==> src/rtl/rx_word_fifo_if.sv <==
// Word-stream interface between the PHY reception stage, the receive FIFO and
// the link-layer consumer. master = producer/consumer side, slave = FIFO side.
interface rx_word_fifo_if #(
    parameter int ADDR_W = 3
) ();
    logic [31:0]     data_in;
    logic            valid_in;
    logic            pop;
    logic [31:0]     data_out;
    logic            valid_out;
    logic            fifo_full;
    logic            fifo_empty;
    logic            almost_full;
    logic            almost_empty;
    logic [ADDR_W:0] count;
    logic            overflow;
    logic            underflow;

    modport master (
        output data_in, valid_in, pop,
        input  data_out, valid_out, fifo_full, fifo_empty,
               almost_full, almost_empty, count, overflow, underflow
    );

    modport slave (
        input  data_in, valid_in, pop,
        output data_out, valid_out, fifo_full, fifo_empty,
               almost_full, almost_empty, count, overflow, underflow
    );
endinterface

==> src/rtl/rx_word_fifo.sv <==
// Receive-side elastic buffer: DEPTH x 32-bit circular FIFO with registered
// head output, occupancy watermarks and sticky overflow/underflow errors.
module rx_word_fifo #(
    parameter int DEPTH    = 8,
    parameter int ADDR_W   = 3,
    parameter int AF_LEVEL = 6,
    parameter int AE_LEVEL = 2
) (
    input  logic            clk_2f,
    input  logic            reset,
    rx_word_fifo_if.slave   bus
);
    localparam logic [ADDR_W:0] FULL_CNT = (ADDR_W + 1)'(DEPTH);
    localparam logic [ADDR_W:0] AF_CNT   = (ADDR_W + 1)'(AF_LEVEL);
    localparam logic [ADDR_W:0] AE_CNT   = (ADDR_W + 1)'(AE_LEVEL);

    logic [31:0]       mem [DEPTH];
    logic [ADDR_W-1:0] wr_ptr_reg;
    logic [ADDR_W-1:0] rd_ptr_reg;
    logic [ADDR_W:0]   count_reg;
    logic [ADDR_W:0]   count_next;
    logic [31:0]       data_out_reg;
    logic              valid_out_reg;
    logic              overflow_reg;
    logic              underflow_reg;

    logic full;
    logic empty;
    logic pop_ok;
    logic push_ok;

    assign full  = (count_reg == FULL_CNT);
    assign empty = (count_reg == '0);

    // A pop frees a slot in the same edge, so a full FIFO can still take a push.
    assign pop_ok  = bus.pop && !empty;
    assign push_ok = bus.valid_in && (!full || pop_ok);

    always_comb begin
        count_next = count_reg;
        case ({push_ok, pop_ok})
            2'b10:   count_next = count_reg + 1'b1;
            2'b01:   count_next = count_reg - 1'b1;
            default: count_next = count_reg;
        endcase
    end

    // Storage is deliberately left out of reset so it maps onto block RAM.
    always_ff @(posedge clk_2f) begin
        if (push_ok) begin
            mem[wr_ptr_reg] <= bus.data_in;
        end
    end

    always_ff @(posedge clk_2f or negedge reset) begin
        if (!reset) begin
            wr_ptr_reg    <= '0;
            rd_ptr_reg    <= '0;
            count_reg     <= '0;
            data_out_reg  <= 32'h0;
            valid_out_reg <= 1'b0;
            overflow_reg  <= 1'b0;
            underflow_reg <= 1'b0;
        end else begin
            count_reg <= count_next;
            if (push_ok) begin
                wr_ptr_reg <= wr_ptr_reg + 1'b1;
            end
            if (pop_ok) begin
                data_out_reg  <= mem[rd_ptr_reg];
                valid_out_reg <= 1'b1;
                rd_ptr_reg    <= rd_ptr_reg + 1'b1;
            end else begin
                valid_out_reg <= 1'b0;
            end
            if (bus.valid_in && !push_ok) begin
                overflow_reg <= 1'b1;
            end
            if (bus.pop && empty) begin
                underflow_reg <= 1'b1;
            end
        end
    end

    assign bus.data_out     = data_out_reg;
    assign bus.valid_out    = valid_out_reg;
    assign bus.count        = count_reg;
    assign bus.fifo_full    = full;
    assign bus.fifo_empty   = empty;
    assign bus.almost_full  = (count_reg >= AF_CNT);
    assign bus.almost_empty = (count_reg <= AE_CNT);
    assign bus.overflow     = overflow_reg;
    assign bus.underflow    = underflow_reg;
endmodule

==> src/flat_wrapper.sv <==
// flat-port wrapper written by rule: the top's interface ports become plain ports
module rx_word_fifo_flat 
#(
    parameter int DEPTH    = 8,
    parameter int ADDR_W   = 3,
    parameter int AF_LEVEL = 6,
    parameter int AE_LEVEL = 2
)
  (clk_2f, reset, bus_data_in, bus_valid_in, bus_pop, bus_data_out, bus_valid_out, bus_fifo_full, bus_fifo_empty, bus_almost_full, bus_almost_empty, bus_count, bus_overflow, bus_underflow);
  rx_word_fifo_if #(.ADDR_W(ADDR_W)) bus_i ();
  input  logic clk_2f;
  input  logic reset;
  input wire logic [$bits(bus_i.data_in)-1:0] bus_data_in;
  input wire logic [$bits(bus_i.valid_in)-1:0] bus_valid_in;
  input wire logic [$bits(bus_i.pop)-1:0] bus_pop;
  output wire logic [$bits(bus_i.data_out)-1:0] bus_data_out;
  output wire logic [$bits(bus_i.valid_out)-1:0] bus_valid_out;
  output wire logic [$bits(bus_i.fifo_full)-1:0] bus_fifo_full;
  output wire logic [$bits(bus_i.fifo_empty)-1:0] bus_fifo_empty;
  output wire logic [$bits(bus_i.almost_full)-1:0] bus_almost_full;
  output wire logic [$bits(bus_i.almost_empty)-1:0] bus_almost_empty;
  output wire logic [$bits(bus_i.count)-1:0] bus_count;
  output wire logic [$bits(bus_i.overflow)-1:0] bus_overflow;
  output wire logic [$bits(bus_i.underflow)-1:0] bus_underflow;
  assign bus_i.data_in = bus_data_in;
  assign bus_i.valid_in = bus_valid_in;
  assign bus_i.pop = bus_pop;
  assign bus_data_out = bus_i.data_out;
  assign bus_valid_out = bus_i.valid_out;
  assign bus_fifo_full = bus_i.fifo_full;
  assign bus_fifo_empty = bus_i.fifo_empty;
  assign bus_almost_full = bus_i.almost_full;
  assign bus_almost_empty = bus_i.almost_empty;
  assign bus_count = bus_i.count;
  assign bus_overflow = bus_i.overflow;
  assign bus_underflow = bus_i.underflow;
  rx_word_fifo #(.DEPTH(DEPTH), .ADDR_W(ADDR_W), .AF_LEVEL(AF_LEVEL), .AE_LEVEL(AE_LEVEL)) u_core (.clk_2f(clk_2f), .reset(reset), .bus(bus_i));
endmodule
==> config.mk <==
export PLATFORM = sky130hd
export DESIGN_NAME = rx_word_fifo_flat
export DESIGN_NICKNAME = d
export VERILOG_FILES = /design/src/rtl/rx_word_fifo_if.sv /design/src/rtl/rx_word_fifo.sv /design/src/flat_wrapper.sv
export SDC_FILE = /design/constraint.sdc
export NUM_CORES = 1
export LEC_CHECK = 0
export CAP_MARGIN = 20
export CELL_PAD_IN_SITES_DETAIL_PLACEMENT = 0
export CELL_PAD_IN_SITES_GLOBAL_PLACEMENT = 1
export CORE_UTILIZATION = 35
export DETAILED_ROUTE_END_ITERATION = 10
export PLACE_DENSITY_LB_ADDON = 0.08
export SETUP_SLACK_MARGIN = 0.5
export SYNTH_ARGS = -nofsm -noshare
export SYNTH_HDL_FRONTEND = slang
export SYNTH_SLANG_ARGS = --single-unit
==> constraint.sdc <==
create_clock -name clk_2f -period 8.4 [get_ports clk_2f]
set_input_delay 1.26 -clock clk_2f [delete_from_list [all_inputs] [get_ports clk_2f]]
set_output_delay 1.26 -clock clk_2f [all_outputs]
set_load 0.005 [all_outputs]
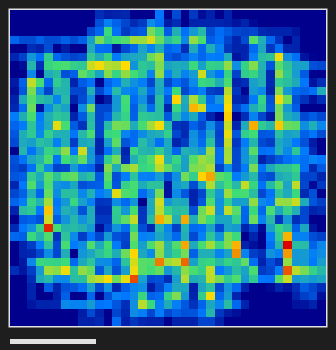
Figure 1: run 1, wire density map.
The bar under the picture is 50 microns long. The die is cut into 37 by 37 equal tiles; dark blue is low, red is high, scaled to the fullest tile. Values are wire area over tile area, all layers added.
15% of the tiles are over half the peak. The mean over all tiles is 0.11. The fullest tile reaches 0.38. 13% of the tiles are nearly empty.

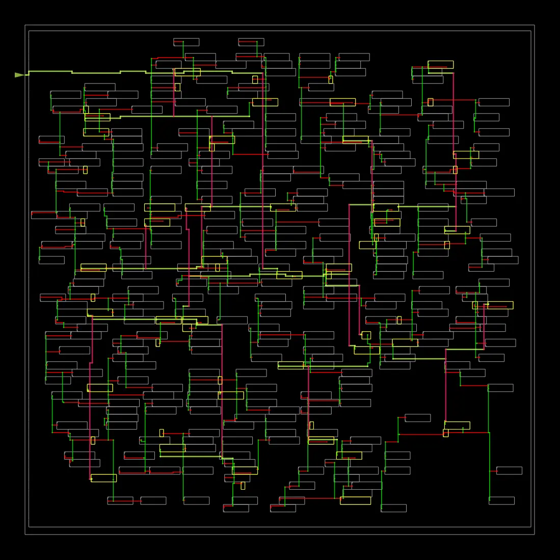
Figure 2: run 1, the clock network.
Late-Pin Clk Latency: 510 ps
CTS Buf Count: 34
clk_skew: 17.4 ps
clock buffers: 45

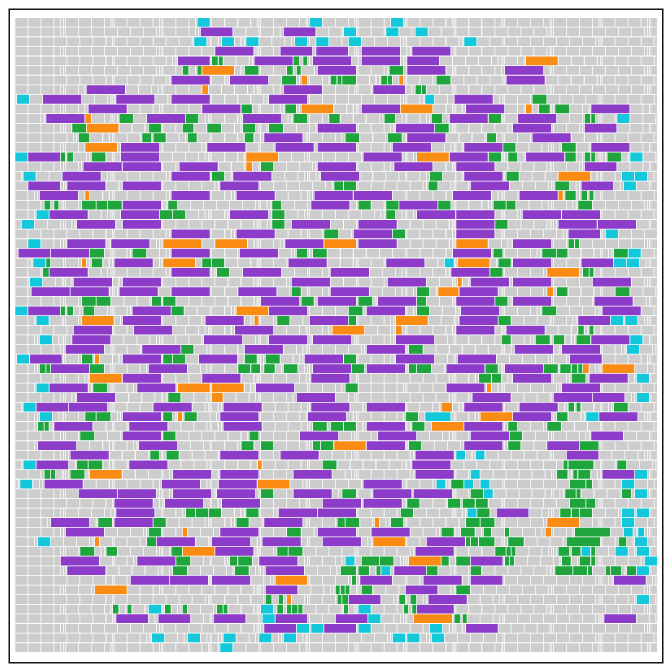
Figure 3: run 1, cell classes on the final placement.
Fill, decap, tap and diode cells in gray.
Key: combinational and other logic = green [cells 319]; other buffers and delay cells = cyan [cells 93]; clock drivers and dummy loads = orange [cells 62]; flops = purple [cells 301]
final core utilization: 43.0%
post-layout instance area: 14,000 sq um
core region area: 32,600 sq um
Placement Rows: 66
sequential share of cell area: 62.9%

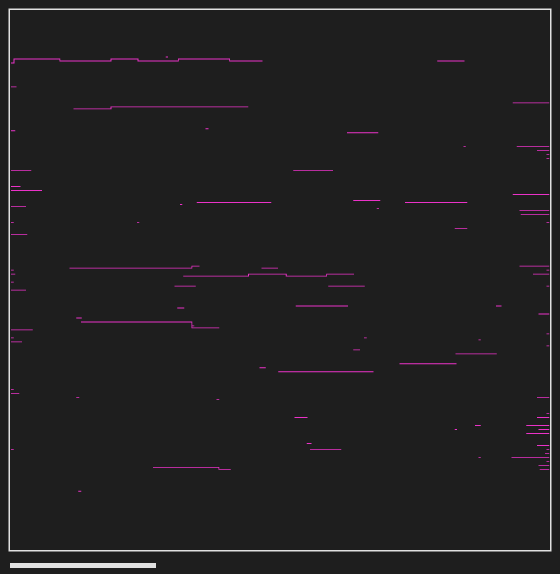
Figure 4: run 1, the metal 3 layer.
The bar under the picture is 50 microns long.
59 nets have wire on it. The wires run mostly horizontal. The longest straight run is 46.7 microns. The layer holds 3.1% of the routed length.
WL final: 24.1 mm
met3 Usage GRT: 2.51%

==> results.json, run 1 <==
{
  "outcome": "finished clean",
  "leakagePower_nw": 4.86,
  "ff_type": "edfxtp_1",
  "setup_viol": 0,
  "max-slew-margin-rel_pct": 25.6,
  "ff2ff_path_depth": 9,
  "largest_register_ffs": 256,
  "warnings": 26,
  "lay_top_count": "edfxtp_1",
  "grt_use_total_pct": 14.6,
  "yosys-mux-area-fraction_pct": 12.0,
  "worst_pin_slew_ps": 1110,
  "fp-utilization_pct": 35.7,
  "comb_power_share_pct": 28.1,
  "syn-mean-instance-area_sq_um": 17.7,
  "grt-ovfl-total": 0,
  "p_seq_mw": 2.10,
  "hold_path.class": "flip-flop to flip-flop",
  "setup_tns_ps": 0,
  "grt_pass1_vias": 6239,
  "synth.cellmix.adderShare_pct": 0.602,
  "finalCriticalPeriod_ps": 3580,
  "cts_buffer_depth": 3,
  "detail-route-antenna-nets": 0,
  "hold_viol_final": 0,
  "crit_arrival_ps": 4020,
  "reg2reg_from": "u_core.bus.count[0]$_DFFE_PN0P_",
  "clkSlewWorstSetupHoldPaths_ps": 60,
  "lay_top_cells": "edfxtp_1 (256), clkdlybuf4s50_1 (77), mux2i_1 (66), mux2_2 (56), dfrtp_1 (44)",
  "max_stage_delay_ps": 720,
  "p_comb_mw": 1.37,
  "num_vias": 5895,
  "compound_area_share_pct": 6.89,
  "yosysMostFrequentCell": "edfxtp_1",
  "edf_count": 256,
  "cp_max_fo": 69,
  "placed_cell_area_sq_um": 13000,
  "routed_via_density": 4.84,
  "cts-root-buf": "clkbuf_16",
  "routabilityCongestion": 0.685,
  "synth_cell_types": 38,
  "r2r_setup_slack_ps": 5430,
  "crit_type": "input port to flip-flop",
  "logic_family": "multiplexers",
  "ys_warn_count": 0,
  "power-top-group": "sequential cells",
  "die-area_sq_um": 34000,
  "top_cells_by_count": "edfxtp_1 (256), mux2i_1 (66), mux2_2 (56)",
  "yosysTopAreaCell": "edfxtp_1",
  "min_to": "u_core.bus.underflow$_DFFE_PN0P_",
  "fmaxAchievable_ghz": 0.279,
  "max_cap_violations": 0,
  "postCtsSetupBuffers": 0,
  "p_per_area_nw_per_um2": 346,
  "simple_gate_share_pct": 2.34,
  "nets": 790,
  "io_pins": 79,
  "syn_nets": 698,
  "netSwitchingFraction_pct": 30.1,
  "ys_cells": 657,
  "fin_cells": 1217,
  "synthCells": 657,
  "syn_area_sq_um": 11600,
  "crit_required_ps": 8830,
  "yosysTopAreaCellShare_pct": 66.0,
  "internal_power_mw": 3.39,
  "xor_area_share_pct": 0.602,
  "h-tree-depth": 2,
  "holdBufCountCts": 0,
  "cts_tree": "built",
  "syn2layout_area_growth_pct": 20.4,
  "yosys-stat-area_sq_um": 11600,
  "critPathSlowestCell": "clkdlybuf4s50_1",
  "p_total_mw": 4.85,
  "drive_above_1_share_pct": 18.2,
  "antenna_cells": 0,
  "worstHoldStart": "u_core.bus.underflow$_DFFE_PN0P_",
  "cts.sinks": 301,
  "die_y_microns": 184,
  "cts.repair.resized": 0,
  "synth-async-reset-ratio_pct": 15.0,
  "r2r_end": "u_core.bus.count[3]$_DFFE_PN0P_",
  "die_width_microns": 184,
  "place_inst": 1155,
  "antenna_found_initial": 0,
  "drc": 0
}
run 1: how the worst max path moves through the flow:
stage | cells after the start | startpoint | slack (ps) | end
2_1_floorplan | 3 | bus_valid_in | 3110 | u_core.mem[0][0]$_DFFE_PP_
3_3_place_gp | 10 | bus_pop | 4360 | u_core.bus.count[3]$_DFFE_PN0P_
3_5_place_dp | 10 | bus_pop | 4280 | u_core.bus.count[3]$_DFFE_PN0P_
4_1_cts | 10 | bus_pop | 4820 | u_core.bus.count[3]$_DFFE_PN0P_
5_1_grt | 10 | bus_pop | 4650 | u_core.bus.count[3]$_DFFE_PN0P_
6_report | 10 | bus_pop | 4820 | u_core.bus.count[3]$_DFFE_PN0P_
run 1: worst max-delay path, delay by kind of cell:
kind | cells | cell delay [ps]
buffers and inverters | 3 | 1180
xor gates and xnor gates | 1 | 170
and+or+nand+nor | 1 | 410
muxes | 1 | 250
AOI/OAI and AO/OA | 3 | 510
adders and majority gates | 1 | 230
run 1: final cells by class:
cell class	count	area [sq um]	area share, %
Sequential cell	301	8820	62.9
Multi-Input combinational cell	313	2680	19.1
Timing Repair Buffer	93	901	6.43
Clock buffer	45	892	6.37
Tap cell	442	553	3.95
Clock inverter	17	150	1.07
Inverter	6	22.5	0.161
run 1: through the flow:
stage               setup WS (ps)  hold WS, ps  utilization [%]
finish                       4820          457             43.0
detailed placement           4280          448             39.8
global placement             4360          456             39.7
global route                 4650          488             43.0
CTS                          4820          463             43.0
floorplan                    3110          451                -
run 1: per-layer routing:
metal / routed length [microns] / track usage, % / share of wire [%] / vias up
met3: 750 / 2.51 / 3.1 / 42
li1: - / - / - / 2777
met1: 10700 / 18.4 / 44 / 2975
met2: 12100 / 25.5 / 50 / 101
met4: 563 / 4.83 / 2.3 / 0
met5: 0 / 0 / 0 / -
Figure 5. M1 wires (run 1).
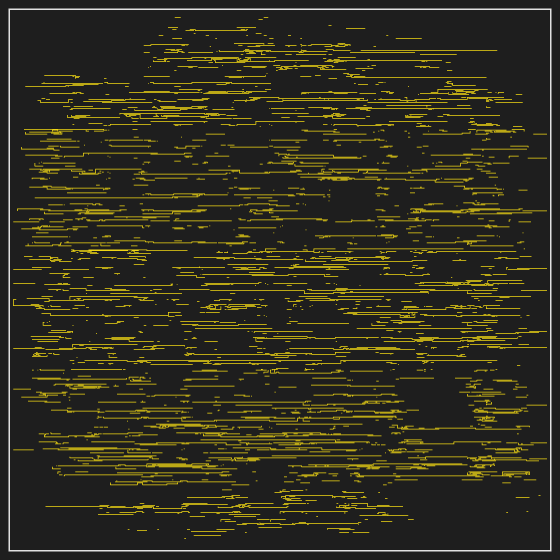

==> run 1 -> run 2 <==
- clock period: 8.4 -> 3.3 ns (I/O delays scaled with it)
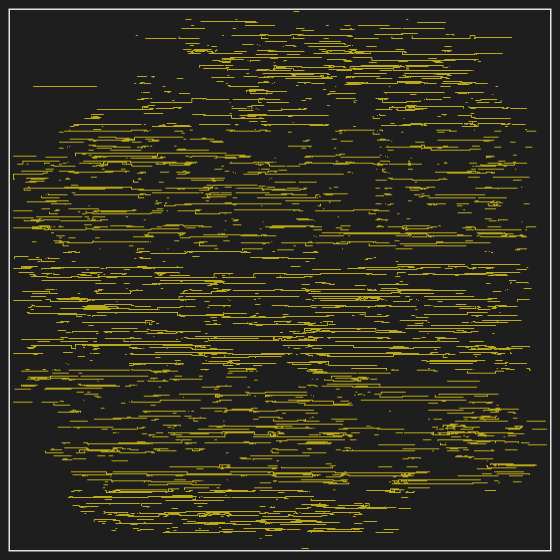
Figure 6: run 2, M1 wires.
The longest straight run is 44.2 microns. The layer holds 46% of the routed length. 746 nets have wire on it. The wires run mostly horizontal. The layer carries 11,400 microns of wire.

==> results.json, run 2 <==
{
  "synthCells": 657,
  "max_cap_violations": 0,
  "yosysMostFrequentCell": "edfxtp_1",
  "drc": 0,
  "hold_ws_ps": 125,
  "h-tree-depth": 2,
  "outcome": "finished clean",
  "postCtsSetupBuffers": 0,
  "crit_required_ps": 2800,
  "compound_area_share_pct": 6.89,
  "die_width_microns": 184,
  "crit_arrival_ps": 2200,
  "place_inst": 1164,
  "crit_type": "flip-flop to primary output",
  "p_total_mw": 12.6,
  "top_cells_by_count": "edfxtp_1 (256), mux2i_1 (66), mux2_2 (56)",
  "cts_tree": "built",
  "antenna_found_initial": 0,
  "core.rowCount": 66,
  "grt_pass1_vias": 6364,
  "yosys-stat-area_sq_um": 11600,
  "design_area_sq_um": 14200,
  "synth-async-reset-ratio_pct": 15.0,
  "nets": 800,
  "xor_area_share_pct": 0.602,
  "placed_cell_area_sq_um": 13100,
  "antenna_cells": 0,
  "clock_skew_ps": 22.4,
  "clkSlewWorstSetupHoldPaths_ps": 60,
  "drive_above_1_share_pct": 19.4,
  "p_per_area_nw_per_um2": 891,
  "logic_family": "multiplexers",
  "path_delay_family": "buffers and inverters",
  "die_y_microns": 184,
  "syn2layout_area_growth_pct": 21.8,
  "ys_cells": 657,
  "critPathSlowestCell": "or4b_4",
  "grt-ovfl-total": 0,
  "numCtsBuffers": 35,
  "hold_viol_final": 0,
  "cts.repair.resized": 0,
  "synth.cellmix.adderShare_pct": 0.602,
  "clkLatencyLatePin_ps": 510,
  "edf_count": 256,
  "setup_ws_ps": 609,
  "num_vias": 5992,
  "detail-route-antenna-nets": 0,
  "lay_top_cells": "edfxtp_1 (256), clkdlybuf4s50_1 (77), mux2i_1 (66), mux2_2 (56), dfrtp_1 (44)",
  "fp-utilization_pct": 35.7,
  "cp_num_buf_inv": 2,
  "post-route-util_pct": 43.5,
  "max_stage_delay_ps": 600,
  "grt_use_total_pct": 15.2,
  "die-area_sq_um": 34000
}
## run 2: cell counts after synthesis
No cell type changed its count.
## run 2: per-layer routing
metal / vias up / GRT usage (%) / part of all wire [%]
li1: 2789 / - / -
met1: 3040 / 20.4 / 46
met2: 128 / 25.5 / 49
met3: 35 / 2.45 / 3.2
met4: 0 / 4.00 / 1.7
met5: - / 0 / 0
## run 2: cells by family (layout without fill, tap and decap cells)
family                     Yosys count  in the layout
and+or+nand+nor                     62             62
buffers and inverters               43            170
adders and majority gates            5              5
AOI/OAI and AO/OA                  107            107
DFF                                301            301
muxes                              131            131
xor gates and xnor gates             8              8
## run 2: final timing paths
path | start | to | cells past startpoint
worst max-delay path | u_core.bus.count[0]$_DFFE_PN0P_ | bus_fifo_full | 3
worst max register to register | u_core.bus.count[0]$_DFFE_PN0P_ | u_core.mem[1][9]$_DFFE_PP_ | 5
max in group asynchronous | reset | u_core.bus.data_out[12]$_DFFE_PN0P_ | 2
worst min-delay path | reset | u_core.bus.overflow$_DFFE_PN0P_ | 1
worst min register to register | u_core.bus.underflow$_DFFE_PN0P_ | u_core.bus.underflow$_DFFE_PN0P_ | 1
min in group clk_2f | u_core.bus.underflow$_DFFE_PN0P_ | u_core.bus.underflow$_DFFE_PN0P_ | 1
## run 2: power breakdown
part	internal (mW)	switching [mW]	leakage (nW)
combinational	1.72	1.87	1.54
clock	2.22	1.48	0.542
sequential	4.90	0.440	2.86
total	8.84	3.79	4.94
## run 2: layout make-up
cell class	instances	area, sq um
Fill cell	2861	18400
Sequential cell	301	8820
Multi-Input combinational cell	313	2700
Timing Repair Buffer	102	981
Clock buffer	42	912
Tap cell	442	553
Clock inverter	20	198
Inverter	6	22.5
No activity file was given, so power comes from the tool's default toggle rates.
